Clock wiring as the flow saved it:
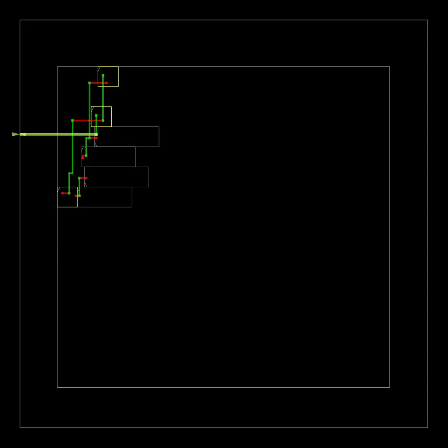
Pin map:
Pins as bars across the die edge, other pins in gray.
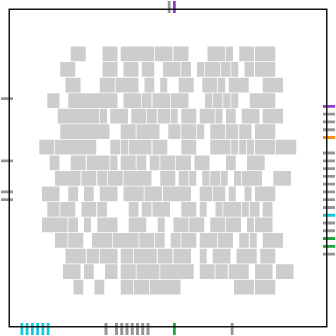
Clock distribution:
Scale bar: 20 um.
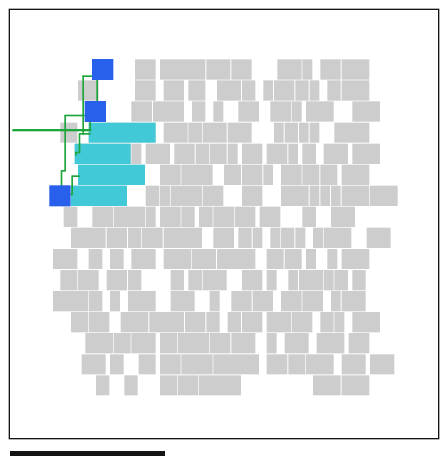
Signal wires by layer:
Scale bar: 20 um.
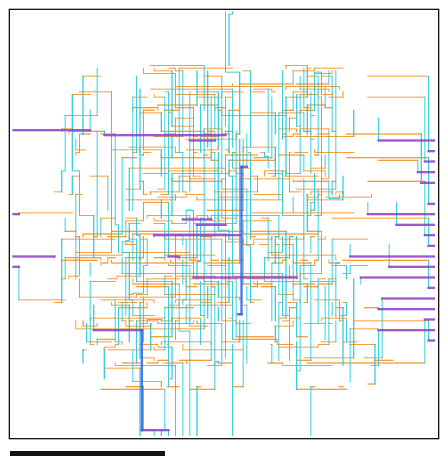
Close-up of the layout:
Region (4, 4) to (24, 24) um. Cells in gray, sequential cells in the stronger gray; small squares are vias.
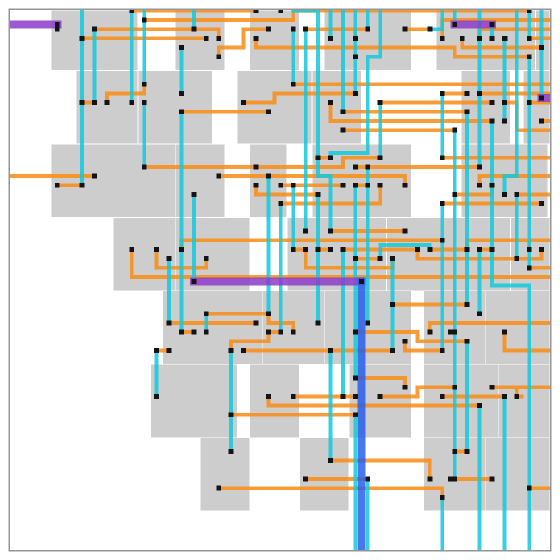
### src/rtl/multicycle_controller_if.sv
// rtl/multicycle_controller_if.sv - control/status bundle between the multi-cycle controller and its datapath
//
// Purpose: groups the IR fields and datapath flags that the controller reads
// with the mux selects and write enables that it drives.
// Modports:
//   master - controller side: reads opcode/funct3/funct7/Zero/Lt/mem_ready,
//            drives PCWrite/IRWrite/AdrSrc/MemWrite/RegWrite/ResultSrc/
//            ALUSrcA/ALUSrcB/ImmSrc/ALUControl/instr_done/illegal
//   slave  - datapath side: the mirror image of master
interface multicycle_controller_if;
  logic [6:0] opcode;
  logic [2:0] funct3;
  logic [6:0] funct7;
  logic       Zero;
  logic       Lt;
  logic       mem_ready;

  logic       PCWrite;
  logic       IRWrite;
  logic       AdrSrc;
  logic       MemWrite;
  logic       RegWrite;
  logic [1:0] ResultSrc;
  logic [1:0] ALUSrcA;
  logic [1:0] ALUSrcB;
  logic [2:0] ImmSrc;
  logic [2:0] ALUControl;
  logic       instr_done;
  logic       illegal;

  modport master (
    input  opcode, funct3, funct7, Zero, Lt, mem_ready,
    output PCWrite, IRWrite, AdrSrc, MemWrite, RegWrite, ResultSrc,
           ALUSrcA, ALUSrcB, ImmSrc, ALUControl, instr_done, illegal
  );

  modport slave (
    output opcode, funct3, funct7, Zero, Lt, mem_ready,
    input  PCWrite, IRWrite, AdrSrc, MemWrite, RegWrite, ResultSrc,
           ALUSrcA, ALUSrcB, ImmSrc, ALUControl, instr_done, illegal
  );
endinterface

### src/rtl/multicycle_controller.sv
// rtl/multicycle_controller.sv - state sequencer for the shared multi-cycle RV32I datapath
//
// Purpose: walks each instruction through FETCH/DECODE/... states, steering the
// datapath muxes and pulsing its write enables; traps unsupported encodings in
// a sticky ILLEGAL state that only reset leaves.
// Ports:
//   clk    - rising-edge clock
//   rst_n  - synchronous active-low reset; also gates all write enables low
//            combinationally while asserted
//   bus    - multicycle_controller_if.master (IR fields, ALU flags,
//            mem_ready in; mux selects, write enables, instr_done, illegal out)
module multicycle_controller (
  input  logic                          clk,
  input  logic                          rst_n,
  multicycle_controller_if.master       bus
);

  localparam logic [6:0] OP_LOAD   = 7'b0000011;
  localparam logic [6:0] OP_STORE  = 7'b0100011;
  localparam logic [6:0] OP_R      = 7'b0110011;
  localparam logic [6:0] OP_I      = 7'b0010011;
  localparam logic [6:0] OP_BRANCH = 7'b1100011;
  localparam logic [6:0] OP_JAL    = 7'b1101111;
  localparam logic [6:0] OP_JALR   = 7'b1100111;
  localparam logic [6:0] OP_LUI    = 7'b0110111;

  localparam logic [2:0] ALU_ADD  = 3'b000;
  localparam logic [2:0] ALU_SUB  = 3'b001;
  localparam logic [2:0] ALU_AND  = 3'b010;
  localparam logic [2:0] ALU_OR   = 3'b011;
  localparam logic [2:0] ALU_XOR  = 3'b100;
  localparam logic [2:0] ALU_SLT  = 3'b101;
  localparam logic [2:0] ALU_SLTU = 3'b110;

  localparam logic [2:0] IMM_I = 3'b000;
  localparam logic [2:0] IMM_S = 3'b001;
  localparam logic [2:0] IMM_B = 3'b010;
  localparam logic [2:0] IMM_J = 3'b011;
  localparam logic [2:0] IMM_U = 3'b100;

  typedef enum logic [3:0] {
    S_FETCH, S_DECODE, S_MEMADR, S_MEMREAD, S_MEMWB, S_MEMWRITE,
    S_EXEC_R, S_EXEC_I, S_ALUWB, S_BRANCH, S_JAL, S_JALR, S_LINK,
    S_LUI, S_ILLEGAL
  } state_t;

  state_t     r_state;
  state_t     w_next;

  logic       w_pc_write;
  logic       w_ir_write;
  logic       w_adr_src;
  logic       w_mem_write;
  logic       w_reg_write;
  logic [1:0] w_result_src;
  logic [1:0] w_alu_src_a;
  logic [1:0] w_alu_src_b;
  logic [2:0] w_imm_src;
  logic [2:0] w_alu_control;
  logic       w_branch_taken;
  logic       w_shift_op;
  logic       w_unused_funct7;

  // Only funct7[5] (SUB vs ADD) matters to this controller.
  assign w_unused_funct7 = ^{bus.funct7[6], bus.funct7[4:0]};

  // Shift encodings (funct3 001/101) are decoded to the ILLEGAL state.
  assign w_shift_op = (bus.funct3 == 3'b001) || (bus.funct3 == 3'b101);

  function automatic logic [2:0] alu_decode(input logic [2:0] f3, input logic sub);
    case (f3)
      3'b000:  alu_decode = sub ? ALU_SUB : ALU_ADD;
      3'b111:  alu_decode = ALU_AND;
      3'b110:  alu_decode = ALU_OR;
      3'b100:  alu_decode = ALU_XOR;
      3'b010:  alu_decode = ALU_SLT;
      3'b011:  alu_decode = ALU_SLTU;
      default: alu_decode = ALU_ADD;
    endcase
  endfunction

  always_comb begin
    case (bus.funct3)
      3'b000:  w_branch_taken = bus.Zero;
      3'b001:  w_branch_taken = !bus.Zero;
      3'b100:  w_branch_taken = bus.Lt;
      3'b101:  w_branch_taken = !bus.Lt;
      default: w_branch_taken = 1'b0;
    endcase
  end

  // State register
  always_ff @(posedge clk) begin
    if (!rst_n) begin
      r_state <= S_FETCH;
    end else begin
      r_state <= w_next;
    end
  end

  // Next-state logic
  always_comb begin
    w_next = r_state;
    case (r_state)
      S_FETCH:    w_next = bus.mem_ready ? S_DECODE : S_FETCH;
      S_DECODE: begin
        case (bus.opcode)
          OP_LOAD, OP_STORE: w_next = S_MEMADR;
          OP_R:              w_next = w_shift_op ? S_ILLEGAL : S_EXEC_R;
          OP_I:              w_next = w_shift_op ? S_ILLEGAL : S_EXEC_I;
          OP_BRANCH:         w_next = S_BRANCH;
          OP_JAL:            w_next = S_JAL;
          OP_JALR:           w_next = S_JALR;
          OP_LUI:            w_next = S_LUI;
          default:           w_next = S_ILLEGAL;
        endcase
      end
      S_MEMADR:   w_next = (bus.opcode == OP_LOAD) ? S_MEMREAD : S_MEMWRITE;
      S_MEMREAD:  w_next = bus.mem_ready ? S_MEMWB : S_MEMREAD;
      S_MEMWB:    w_next = S_FETCH;
      S_MEMWRITE: w_next = bus.mem_ready ? S_FETCH : S_MEMWRITE;
      S_EXEC_R:   w_next = S_ALUWB;
      S_EXEC_I:   w_next = S_ALUWB;
      S_ALUWB:    w_next = S_FETCH;
      S_BRANCH:   w_next = S_FETCH;
      S_JAL:      w_next = S_ALUWB;
      S_JALR:     w_next = S_LINK;
      S_LINK:     w_next = S_FETCH;
      S_LUI:      w_next = S_FETCH;
      S_ILLEGAL:  w_next = S_ILLEGAL;
      default:    w_next = S_ILLEGAL;
    endcase
  end

  // Output logic
  always_comb begin
    w_pc_write    = 1'b0;
    w_ir_write    = 1'b0;
    w_adr_src     = 1'b0;
    w_mem_write   = 1'b0;
    w_reg_write   = 1'b0;
    w_result_src  = 2'b00;
    w_alu_src_a   = 2'b00;
    w_alu_src_b   = 2'b00;
    w_imm_src     = IMM_I;
    w_alu_control = ALU_ADD;
    case (r_state)
      S_FETCH: begin
        w_alu_src_b  = 2'b10;
        w_result_src = 2'b10;
        w_ir_write   = bus.mem_ready;
        w_pc_write   = bus.mem_ready;
      end
      S_DECODE: begin
        // OldPC + imm precomputes the branch/jump target into ALUOut.
        w_alu_src_a = 2'b01;
        w_alu_src_b = 2'b01;
        w_imm_src   = (bus.opcode == OP_JAL) ? IMM_J : IMM_B;
      end
      S_MEMADR: begin
        w_alu_src_a = 2'b10;
        w_alu_src_b = 2'b01;
        w_imm_src   = (bus.opcode == OP_LOAD) ? IMM_I : IMM_S;
      end
      S_MEMREAD: begin
        w_adr_src = 1'b1;
      end
      S_MEMWB: begin
        w_result_src = 2'b01;
        w_reg_write  = 1'b1;
      end
      S_MEMWRITE: begin
        w_adr_src   = 1'b1;
        w_mem_write = 1'b1;
      end
      S_EXEC_R: begin
        w_alu_src_a   = 2'b10;
        w_alu_control = alu_decode(bus.funct3, bus.funct7[5]);
      end
      S_EXEC_I: begin
        w_alu_src_a   = 2'b10;
        w_alu_src_b   = 2'b01;
        w_alu_control = alu_decode(bus.funct3, 1'b0);
      end
      S_ALUWB: begin
        w_reg_write = 1'b1;
      end
      S_BRANCH: begin
        w_alu_src_a   = 2'b10;
        w_alu_control = ALU_SUB;
        w_pc_write    = w_branch_taken;
      end
      S_JAL: begin
        w_pc_write  = 1'b1;
        w_alu_src_a = 2'b01;
        w_alu_src_b = 2'b10;
      end
      S_JALR: begin
        w_alu_src_a  = 2'b10;
        w_alu_src_b  = 2'b01;
        w_result_src = 2'b10;
        w_pc_write   = 1'b1;
      end
      S_LINK: begin
        w_alu_src_a  = 2'b01;
        w_alu_src_b  = 2'b10;
        w_result_src = 2'b10;
        w_reg_write  = 1'b1;
      end
      S_LUI: begin
        w_imm_src    = IMM_U;
        w_result_src = 2'b11;
        w_reg_write  = 1'b1;
      end
      default: ;
    endcase
  end

  // Write enables are masked by reset so an aborted instruction stops writing
  // in the same cycle reset is asserted, not one edge later.
  assign bus.PCWrite    = w_pc_write  & rst_n;
  assign bus.IRWrite    = w_ir_write  & rst_n;
  assign bus.MemWrite   = w_mem_write & rst_n;
  assign bus.RegWrite   = w_reg_write & rst_n;
  assign bus.AdrSrc     = w_adr_src;
  assign bus.ResultSrc  = w_result_src;
  assign bus.ALUSrcA    = w_alu_src_a;
  assign bus.ALUSrcB    = w_alu_src_b;
  assign bus.ImmSrc     = w_imm_src;
  assign bus.ALUControl = w_alu_control;
  // FETCH waiting on memory also loops to FETCH but is not an instruction end.
  assign bus.instr_done = rst_n && (w_next == S_FETCH) &&
                          (r_state != S_FETCH) && (r_state != S_ILLEGAL);
  assign bus.illegal    = (r_state == S_ILLEGAL);

endmodule

### src/flat_wrapper.sv
// flat-port wrapper written by rule: the top's interface ports become plain ports
module multicycle_controller_flat 
  (clk, rst_n, bus_opcode, bus_funct3, bus_funct7, bus_Zero, bus_Lt, bus_mem_ready, bus_PCWrite, bus_IRWrite, bus_AdrSrc, bus_MemWrite, bus_RegWrite, bus_ResultSrc, bus_ALUSrcA, bus_ALUSrcB, bus_ImmSrc, bus_ALUControl, bus_instr_done, bus_illegal);
  multicycle_controller_if bus_i ();
  input  logic clk;
  input  logic rst_n;
  input wire logic [$bits(bus_i.opcode)-1:0] bus_opcode;
  input wire logic [$bits(bus_i.funct3)-1:0] bus_funct3;
  input wire logic [$bits(bus_i.funct7)-1:0] bus_funct7;
  input wire logic [$bits(bus_i.Zero)-1:0] bus_Zero;
  input wire logic [$bits(bus_i.Lt)-1:0] bus_Lt;
  input wire logic [$bits(bus_i.mem_ready)-1:0] bus_mem_ready;
  output wire logic [$bits(bus_i.PCWrite)-1:0] bus_PCWrite;
  output wire logic [$bits(bus_i.IRWrite)-1:0] bus_IRWrite;
  output wire logic [$bits(bus_i.AdrSrc)-1:0] bus_AdrSrc;
  output wire logic [$bits(bus_i.MemWrite)-1:0] bus_MemWrite;
  output wire logic [$bits(bus_i.RegWrite)-1:0] bus_RegWrite;
  output wire logic [$bits(bus_i.ResultSrc)-1:0] bus_ResultSrc;
  output wire logic [$bits(bus_i.ALUSrcA)-1:0] bus_ALUSrcA;
  output wire logic [$bits(bus_i.ALUSrcB)-1:0] bus_ALUSrcB;
  output wire logic [$bits(bus_i.ImmSrc)-1:0] bus_ImmSrc;
  output wire logic [$bits(bus_i.ALUControl)-1:0] bus_ALUControl;
  output wire logic [$bits(bus_i.instr_done)-1:0] bus_instr_done;
  output wire logic [$bits(bus_i.illegal)-1:0] bus_illegal;
  assign bus_i.opcode = bus_opcode;
  assign bus_i.funct3 = bus_funct3;
  assign bus_i.funct7 = bus_funct7;
  assign bus_i.Zero = bus_Zero;
  assign bus_i.Lt = bus_Lt;
  assign bus_i.mem_ready = bus_mem_ready;
  assign bus_PCWrite = bus_i.PCWrite;
  assign bus_IRWrite = bus_i.IRWrite;
  assign bus_AdrSrc = bus_i.AdrSrc;
  assign bus_MemWrite = bus_i.MemWrite;
  assign bus_RegWrite = bus_i.RegWrite;
  assign bus_ResultSrc = bus_i.ResultSrc;
  assign bus_ALUSrcA = bus_i.ALUSrcA;
  assign bus_ALUSrcB = bus_i.ALUSrcB;
  assign bus_ImmSrc = bus_i.ImmSrc;
  assign bus_ALUControl = bus_i.ALUControl;
  assign bus_instr_done = bus_i.instr_done;
  assign bus_illegal = bus_i.illegal;
  multicycle_controller u_core (.clk(clk), .rst_n(rst_n), .bus(bus_i));
endmodule
### config.mk
export PLATFORM = sky130hd
export DESIGN_NAME = multicycle_controller_flat
export DESIGN_NICKNAME = d
export VERILOG_FILES = /design/src/rtl/multicycle_controller_if.sv /design/src/rtl/multicycle_controller.sv /design/src/flat_wrapper.sv
export SDC_FILE = /design/constraint.sdc
export NUM_CORES = 1
export LEC_CHECK = 0
export CAP_MARGIN = 20
export CORE_MARGIN = 5
export CORE_UTILIZATION = 36
export DETAILED_ROUTE_END_ITERATION = 16
export PLACE_DENSITY = 0.76
export SLEW_MARGIN = 10
export SYNTH_ARGS = -nofsm -noshare
export SYNTH_HDL_FRONTEND = slang
export SYNTH_SLANG_ARGS = --single-unit
### constraint.sdc
create_clock -name clk -period 2.2 [get_ports clk]
set_input_delay 0.44 -clock clk [delete_from_list [all_inputs] [get_ports clk]]
set_output_delay 0.44 -clock clk [all_outputs]
set_load 0.005 [all_outputs]
==> run notes <==
Implementation results are summarized by area below.

Outcome
The flow ran to the end, and the final reports show no timing, DRC or antenna violations.

Power
The combinational power is roughly 0.37 mW.

Layout
Once layout is done, the placed cells without fillers occupy 1423 um^2. In the final layout, the registers with the most flip-flops are u_core.r_state (4). The post-synthesis to final-layout area growth is 92.71%. Counting flops per register, the top entry is u_core.r_state. Non-clock buffers make up a little over two fifths of the layout cell area. The dominant logic cell type in the layout is sky130_fd_sc_hd__buf_4. The count of nets after finishing is 208.

Synthesis
The number of cells produced by synthesis is ~120. The parity-gate share of the synthesized area counting xor and xnor cells is 3.559%. The commonest register cell is sky130_fd_sc_hd__dfxtp_1. Sorting the synthesized cells by area gives the leading types as sky130_fd_sc_hd__dfxtp_1 (11%), sky130_fd_sc_hd__nand2_1 (9.7%), sky130_fd_sc_hd__o21ai_0 (6.8%), sky130_fd_sc_hd__nor2_1 (5.6%), sky130_fd_sc_hd__nand2b_1 (4.2%). The Yosys step of the flow raised 0 warnings.

Hold path
The destination of the worst hold path is u_core.r_state[0].

Critical path
The endpoint of the worst-slack reg-to-reg timing path is u_core.r_state[3]. The type of origin of the critical path is an input port. The worst setup path is captured at an output port.

Drt
After detailed routing, the number of vias per cell comes to 5.427.

CTS
The tree is rooted in a sky130_fd_sc_hd__clkbuf_4. TritonCTS built the clock tree.

Place
Per the post-place timing report, worst setup slack is -0.8852 ns.
## Picture notes: 'clock wiring as the flow saved it'
power attributed to the clock group: 0.0855 mW
clock insertion delay at the later pin of the skew report: 0.23 ns
worst setup skew after layout: 0.004504 ns
clock buffer count in the final layout: 3

## Picture notes: 'pin map'
legend:
  green:
    port: bus_funct3
    pins: 3
    direction: input
    edge: 2 right, 1 bottom
  orange:
    port: bus_RegWrite
    pins: 1
    direction: output
    edge: right
  purple:
    port: bus_ALUSrcA
    pins: 2
    direction: output
    edge: 1 top, 1 right
  cyan:
    port: bus_funct7
    pins: 7
    direction: input
    edge: 6 bottom, 1 right
all pins by edge: 19 right, 16 bottom, 4 left, 2 top
x dimension of the die: 55.29 um
port buffer count: 34
Die H: 55.29 um

## Picture notes: 'clock distribution'
legend:
  cyan:
    item: flip-flops
    count: 4
  green:
    item: clock wires
    length: 52.0 um
  blue:
    item: cells driving clock nets
    count: 3
routed clock nets: 4
Clock power frac: 15.5%

## Picture notes: 'signal wires by layer'
legend:
  orange:
    layer: met1
    wire_length: 1300 um
  blue:
    layer: met4
    wire_length: 32.0 um
  cyan:
    layer: met2
    wire_length: 1550 um
  purple:
    layer: met3
    wire_length: 157 um
final WL: 3031 um
total routing usage reported by global routing: 18.54%
vias after detailed routing: 1145
routed length per placed instance: 14.36 um

## Picture notes: 'close-up of the layout'
legend:
  orange:
    layer: met1
  purple:
    layer: met3
  blue:
    layer: met4
  cyan:
    layer: met2
cells with their middle in the window: 34
most frequent: clkbuf_2 (4), buf_4 (4)
sequential cells in the window: 0

Power figures rest on the tool's default switching activity, not on a simulated workload.
